==> config.mk <==
export PLATFORM = sky130hd
export DESIGN_NAME = mc_control_fsm
export DESIGN_NICKNAME = d
export VERILOG_FILES = /design/src/rtl/mc_control_fsm.sv
export SDC_FILE = /design/constraint.sdc
export NUM_CORES = 1
export LEC_CHECK = 0
export CAP_MARGIN = 20
export CORE_MARGIN = 2
export CORE_UTILIZATION = 42
export DETAILED_ROUTE_END_ITERATION = 10
export PLACE_DENSITY = 0.75
export SETUP_SLACK_MARGIN = 0.1
export SLEW_MARGIN = 10
export SYNTH_ARGS = -nofsm -noshare
export SYNTH_HDL_FRONTEND = slang
export SYNTH_SLANG_ARGS = --single-unit
==> constraint.sdc <==
create_clock -name clk -period 2.2 [get_ports clk]
set_clock_uncertainty 0.1 [all_clocks]
set_input_delay 0.66 -clock clk [delete_from_list [all_inputs] [get_ports clk]]
set_output_delay 0.66 -clock clk [all_outputs]
set_load 0.005 [all_outputs]
==> src/rtl/mc_control_fsm.sv <==
// Multicycle MIPS main control: walks each instruction through fetch/decode/execute/mem/writeback.
// Latency: lw 5, sw 4, R 4, addi 4, beq 3, j 3, illegal 2 cycles; state-only selects registered with the state.
// Backpressure: a low mem_ready in FETCH, MEMRD or MEMWR holds the state and every output for that cycle.
module mc_control_fsm (
   input  logic       clk,
   input  logic       rst_n,
   input  logic [5:0] op,
   input  logic       zero,
   input  logic       mem_ready,
   output logic       pc_en,
   output logic       iord,
   output logic       mem_read,
   output logic       mem_write,
   output logic       ir_write,
   output logic       reg_dst,
   output logic       mem_to_reg,
   output logic       reg_write,
   output logic       alu_src_a,
   output logic [1:0] alu_src_b,
   output logic [1:0] alu_op,
   output logic [1:0] pc_src,
   output logic       instr_retire,
   output logic       illegal_op,
   output logic [3:0] state
);

   localparam logic [5:0] OP_LW   = 6'b100011;
   localparam logic [5:0] OP_SW   = 6'b101011;
   localparam logic [5:0] OP_RTYP = 6'b000000;
   localparam logic [5:0] OP_BEQ  = 6'b000100;
   localparam logic [5:0] OP_ADDI = 6'b001000;
   localparam logic [5:0] OP_J    = 6'b000010;

   typedef enum logic [3:0] {
      S_RESET   = 4'd0,
      S_FETCH   = 4'd1,
      S_DECODE  = 4'd2,
      S_MEMADR  = 4'd3,
      S_MEMRD   = 4'd4,
      S_MEMWB   = 4'd5,
      S_MEMWR   = 4'd6,
      S_RTYPEEX = 4'd7,
      S_RTYPEWB = 4'd8,
      S_BEQEX   = 4'd9,
      S_ADDIEX  = 4'd10,
      S_ADDIWB  = 4'd11,
      S_JEX     = 4'd12
   } state_t;

   // Selects and strobes that depend on the state alone; registered alongside it.
   typedef struct packed {
      logic       iord;
      logic       mem_read;
      logic       mem_write;
      logic       reg_dst;
      logic       mem_to_reg;
      logic       reg_write;
      logic       alu_src_a;
      logic [1:0] alu_src_b;
      logic [1:0] alu_op;
      logic [1:0] pc_src;
      logic       pc_write;
      logic       pc_write_cond;
   } ctrl_t;

   state_t r_state;
   ctrl_t  r_ctrl;
   logic   r_is_sw;
   logic   r_illegal;

   state_t w_nxt;
   logic   w_legal;

   // Moore output table; unlisted states (including RESET) drive everything low.
   function automatic ctrl_t f_decode(input state_t s);
      ctrl_t c;
      c = '0;
      case (s)
         S_FETCH: begin
            c.mem_read  = 1'b1;
            c.alu_src_b = 2'b01;
         end
         S_DECODE:  c.alu_src_b = 2'b11;
         S_MEMADR: begin
            c.alu_src_a = 1'b1;
            c.alu_src_b = 2'b10;
         end
         S_MEMRD: begin
            c.iord     = 1'b1;
            c.mem_read = 1'b1;
         end
         S_MEMWB: begin
            c.mem_to_reg = 1'b1;
            c.reg_write  = 1'b1;
         end
         S_MEMWR: begin
            c.iord      = 1'b1;
            c.mem_write = 1'b1;
         end
         S_RTYPEEX: begin
            c.alu_src_a = 1'b1;
            c.alu_op    = 2'b10;
         end
         S_RTYPEWB: begin
            c.reg_dst   = 1'b1;
            c.reg_write = 1'b1;
         end
         S_BEQEX: begin
            c.alu_src_a     = 1'b1;
            c.alu_op        = 2'b01;
            c.pc_src        = 2'b01;
            c.pc_write_cond = 1'b1;
         end
         S_ADDIEX: begin
            c.alu_src_a = 1'b1;
            c.alu_src_b = 2'b10;
         end
         S_ADDIWB:  c.reg_write = 1'b1;
         S_JEX: begin
            c.pc_src   = 2'b10;
            c.pc_write = 1'b1;
         end
         default:   c = '0;
      endcase
      return c;
   endfunction

   // Recognise the six supported opcodes.
   always_comb begin
      w_legal = 1'b0;
      case (op)
         OP_LW, OP_SW, OP_RTYP, OP_BEQ, OP_ADDI, OP_J: w_legal = 1'b1;
         default:                                     w_legal = 1'b0;
      endcase
   end

   // Next-state logic; op is only looked at in DECODE, the lw/sw choice is latched there.
   always_comb begin
      w_nxt = S_FETCH;
      case (r_state)
         S_RESET:   w_nxt = S_FETCH;
         S_FETCH:   w_nxt = mem_ready ? S_DECODE : S_FETCH;
         S_DECODE: begin
            case (op)
               OP_LW, OP_SW: w_nxt = S_MEMADR;
               OP_RTYP:      w_nxt = S_RTYPEEX;
               OP_BEQ:       w_nxt = S_BEQEX;
               OP_ADDI:      w_nxt = S_ADDIEX;
               OP_J:         w_nxt = S_JEX;
               default:      w_nxt = S_FETCH;
            endcase
         end
         S_MEMADR:  w_nxt = r_is_sw ? S_MEMWR : S_MEMRD;
         S_MEMRD:   w_nxt = mem_ready ? S_MEMWB : S_MEMRD;
         S_MEMWR:   w_nxt = mem_ready ? S_FETCH : S_MEMWR;
         S_RTYPEEX: w_nxt = S_RTYPEWB;
         S_ADDIEX:  w_nxt = S_ADDIWB;
         default:   w_nxt = S_FETCH;
      endcase
   end

   // State register with its registered outputs, lw/sw latch and sticky illegal flag.
   always_ff @(posedge clk or negedge rst_n) begin
      if (!rst_n) begin
         r_state   <= S_RESET;
         r_ctrl    <= '0;
         r_is_sw   <= 1'b0;
         r_illegal <= 1'b0;
      end else begin
         r_state <= w_nxt;
         r_ctrl  <= f_decode(w_nxt);
         if (r_state == S_DECODE) begin
            r_is_sw <= (op == OP_SW);
            if (!w_legal)
               r_illegal <= 1'b1;
         end
      end
   end

   // Handshake-dependent enables stay combinational so they act in the same cycle.
   always_comb begin
      ir_write     = (r_state == S_FETCH) && mem_ready;
      pc_en        = ((r_state == S_FETCH) && mem_ready) || r_ctrl.pc_write ||
                     (r_ctrl.pc_write_cond && zero);
      instr_retire = (r_state == S_MEMWB) || (r_state == S_RTYPEWB) ||
                     (r_state == S_BEQEX) || (r_state == S_ADDIWB) ||
                     (r_state == S_JEX) ||
                     ((r_state == S_MEMWR) && mem_ready) ||
                     ((r_state == S_DECODE) && !w_legal);
   end

   assign iord       = r_ctrl.iord;
   assign mem_read   = r_ctrl.mem_read;
   assign mem_write  = r_ctrl.mem_write;
   assign reg_dst    = r_ctrl.reg_dst;
   assign mem_to_reg = r_ctrl.mem_to_reg;
   assign reg_write  = r_ctrl.reg_write;
   assign alu_src_a  = r_ctrl.alu_src_a;
   assign alu_src_b  = r_ctrl.alu_src_b;
   assign alu_op     = r_ctrl.alu_op;
   assign pc_src     = r_ctrl.pc_src;
   assign illegal_op = r_illegal;
   assign state      = r_state;

endmodule

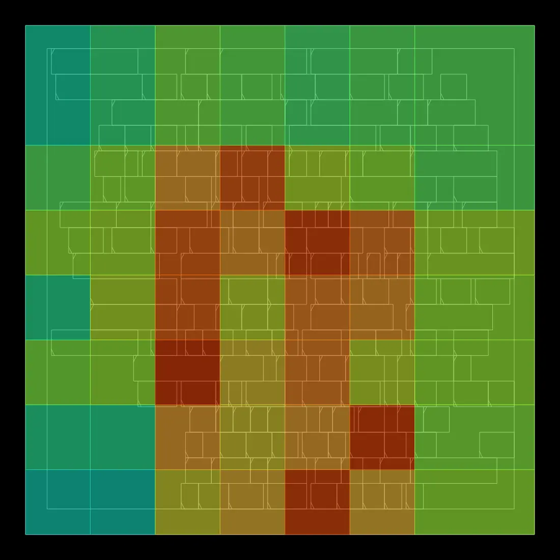
Figure 1: routing congestion map.
grt met1 use: 0.258
met2 Usage GRT: 0.394
met3 Use GR: 0.0556
Core Util, Final: 0.725

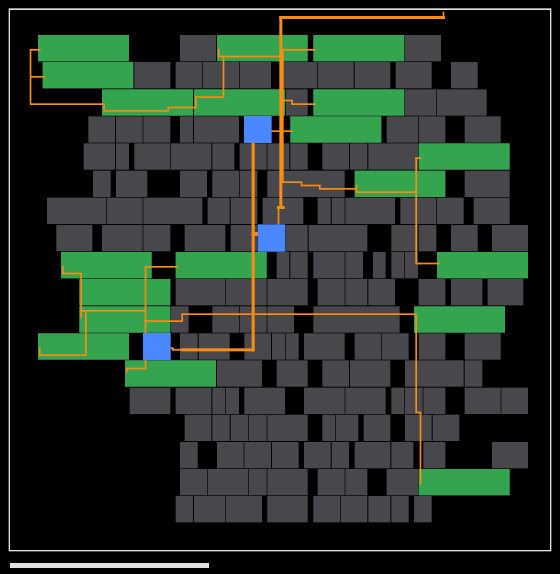
Figure 2: clock distribution.
The bar under the picture is 20 um long.
Key: green = flip-flops [count 19]; orange = clock wires [length 252 um]; blue = clock-net drivers [count 3]
There are 4 routed clock nets.
clk_lat worst skew: 300 ps
clk pwr: 0.183 mW
Clock power frac: 0.093

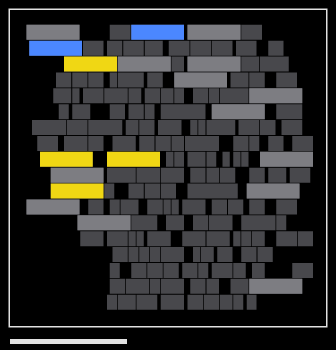
Figure 3: register map, names as in the netlist.
The bar under the picture is 20 um long.
Key: yellow = state [placed flops 4, where west]; blue = alu_src_b [placed flops 2]
Another 13 sequential cells are not coloured.
sequential share of cell area: 0.270
seq pwr: 0.480 mW
register area: 475 um2

==> summary.txt <==
yosys + openroad results -> # DRC 0, Setup Crit Path Kind in -> out, synthesized net count about 120, Hold EP illegal_op$_DFFE_PN0P_, synth warn 0, # IOs 31, nonclk inv count 3, crit path cell chain buf_6 -> or4_4 -> o21a_1 -> nor2_2 -> nor3_2 -> a211o_1 -> buf_2, bufs w/o clock ~70, P_leak 0.817 nW, vias in the first global route 1,050, largest net degree at the start of global routing 20, violated checks negative setup slack, final total negative setup slack -923 ps, Tap Cells 30, final RePlAce weighted congestion roughly 0.85, Log Warnings 29, Die X 54.1 um, number of synthesized flops with an enable pin 0, FMAX between 0.3 and 0.4 GHz, Iter 0 DRT Violations 6, Most common reg cell dfrtp_1, ANT cells 0, synthesis-to-layout area growth 66.9%, worst vdd ir about 0.98 mV, critical path fanouts, max 2, register share after synthesis 0.450, Crit path arrival time about 1900 ps, post-synth cell types around 42, r2r endpoint alu_src_a$_DFF_PN0_, Layout Nets around 180, Hold Buf Count CTS 0, final setup violation count 6, worst slack at placement -1130 ps, clk tree area frac 0.0156, count leader, synth dfrtp_1, synth cell count leaders dfrtp_1 (19), nor2_1 (10), buf_4 (6), nor3_1 (6), o21ai_0 (6), vias approximately 1,100, Yosys reg bits 19, postcts setup bufs 8, Final period util 1.21, status finished with violations, logic area between 600 and 700 um2, max-cap violations 0, Syn Std Cell Area between 0.001 and 0.0015 mm2, startpoint types primary input, CTS root buf clkbuf_4, setup slack, reg-to-reg approximately 90 ps, Fin. Hold Viols 0, Total GRT Usage 0.230, Pwr Density about 1100 mW/mm2, DP Wirelength roughly 1900 um, Placed Area between 0.0015 and 0.002 mm2, Max-slew headroom 0.729, max reg flops 4, share of cells above drive strength 1 0.453, Final Max Slew Viols 0, cts bufs inserted 3, H-Tree Depth 1, worst r2r src state[3]$_DFF_PN0_, initial antenna violation count 0, Top cell area share 0.450, mi-comb count 74, CLK BUF 3, routed wire length per instance approximately 16 um, Post-DRT Antenna Nets 0, die area ~0.0029 mm2, fillers roughly 170, Setup WS post-layout -473 ps
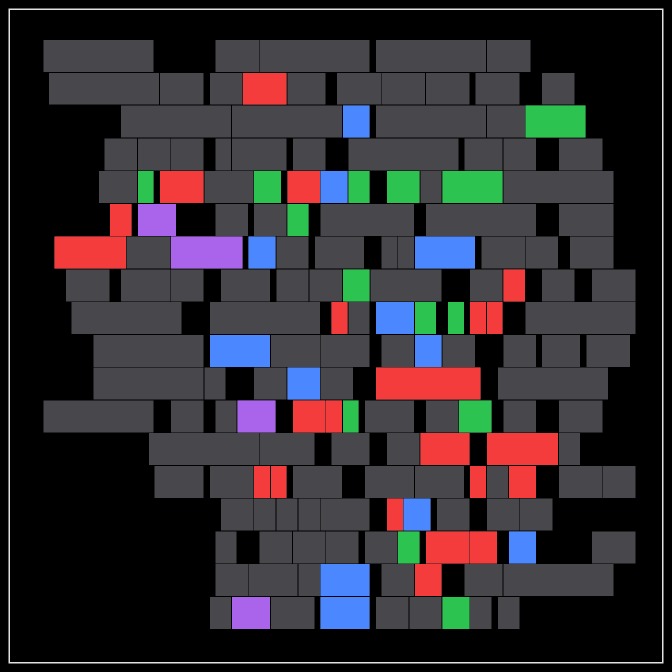
Figure 4: logic cells by family.
Key: green = nand cells [cells 14, most used nand3_1]; blue = and/or cells [cells 12, most used and2_1]; purple = xor and xnor cells [cells 4, most used xor2_1]; red = nor cells [cells 22, most used nor2_1]
non-filler instance count after layout: 200
logic share of the area: 0.342
highest-count logic cell in the final layout: buf_4

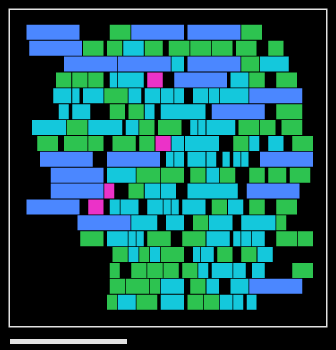
Figure 5: placed cells, one colour a class.
The bar under the picture is 20 um long.
Key: magenta = clock drivers and dummy loads [cells 4]; green = remaining buffers and delay cells [cells 70]; cyan = remaining logic cells [cells 77]; blue = sequential cells [cells 19]
num rows: 18
Non-Filler Cell Area, Final: 0.00176 mm2
CORE AREA: 0.00243 mm2

layout by cell type, fill, tap and decap left out, types with 2 or more instances in the layout:
master           netlist  final
or4_4                  0      2
buf_6                  1     11
nor2b_1                2      2
xor2_1                 2      2
or4b_4                 1      2
clkbuf_4               0      3
nor2_1                10      8
nor3b_1                2      2
a211o_1                2      2
o21ai_0                6      5
nand2_1                4      3
buf_4                  6     32
inv_1                  3      3
nor3_1                 6      2
nand2b_4               0      2
nand3b_1               2      2
clkdlybuf4s50_1        0     17
nor3_2                 1      3
and2_1                 3      3
dlygate4sd2_1          0      3
nand3_1                4      4
a21oi_1                4      3
nor3_4                 0      2
buf_2                  1      4
dfrtp_1               19     19
metal layers:
layer | vias up | share of wire | global-route usage
li1 | 501 | - | -
met1 | 521 | 0.39 | 0.258
met2 | 32 | 0.54 | 0.394
met3 | 10 | 0.035 | 0.0556
met4 | 0 | 0.027 | 0.129
met5 | - | 0 | 0
logic make-up (layout without fill, tap and decap cells):
kind of cell    after synthesis  after routing  synth area share
xor+xnor                      4              4            0.0403
buf+inv                      14             77            0.0794
compound gates               21             21             0.153
simple gates                 48             48             0.267
flops                        19             19             0.450
mux                           1              1            0.0107
critical path: cells and delay by family:
kind,cells,cell delay [ps]
AND-OR/OR-AND,2,370
AND/OR/NAND/NOR,3,670
buffers and inverters,2,220
report_power, final:
group	switching, mW	internal, mW
clock network	0.116	0.0679
logic	0.589	0.725
registers	0.0379	0.443
total	0.742	1.24
worst max-delay path by stage:
stage               start           end  slack (ps)  depth (start not counted)
detailed placement  op[0]  instr_retire       -1130                          7
global placement    op[0]  instr_retire       -1090                          7
CTS                 op[0]  instr_retire        -530                          7
finish              op[1]  instr_retire        -470                          7
global route        op[1]  instr_retire        -510                          7
floorplan           op[0]  instr_retire        -190                          5
Power and IR drop assume default switching activity.
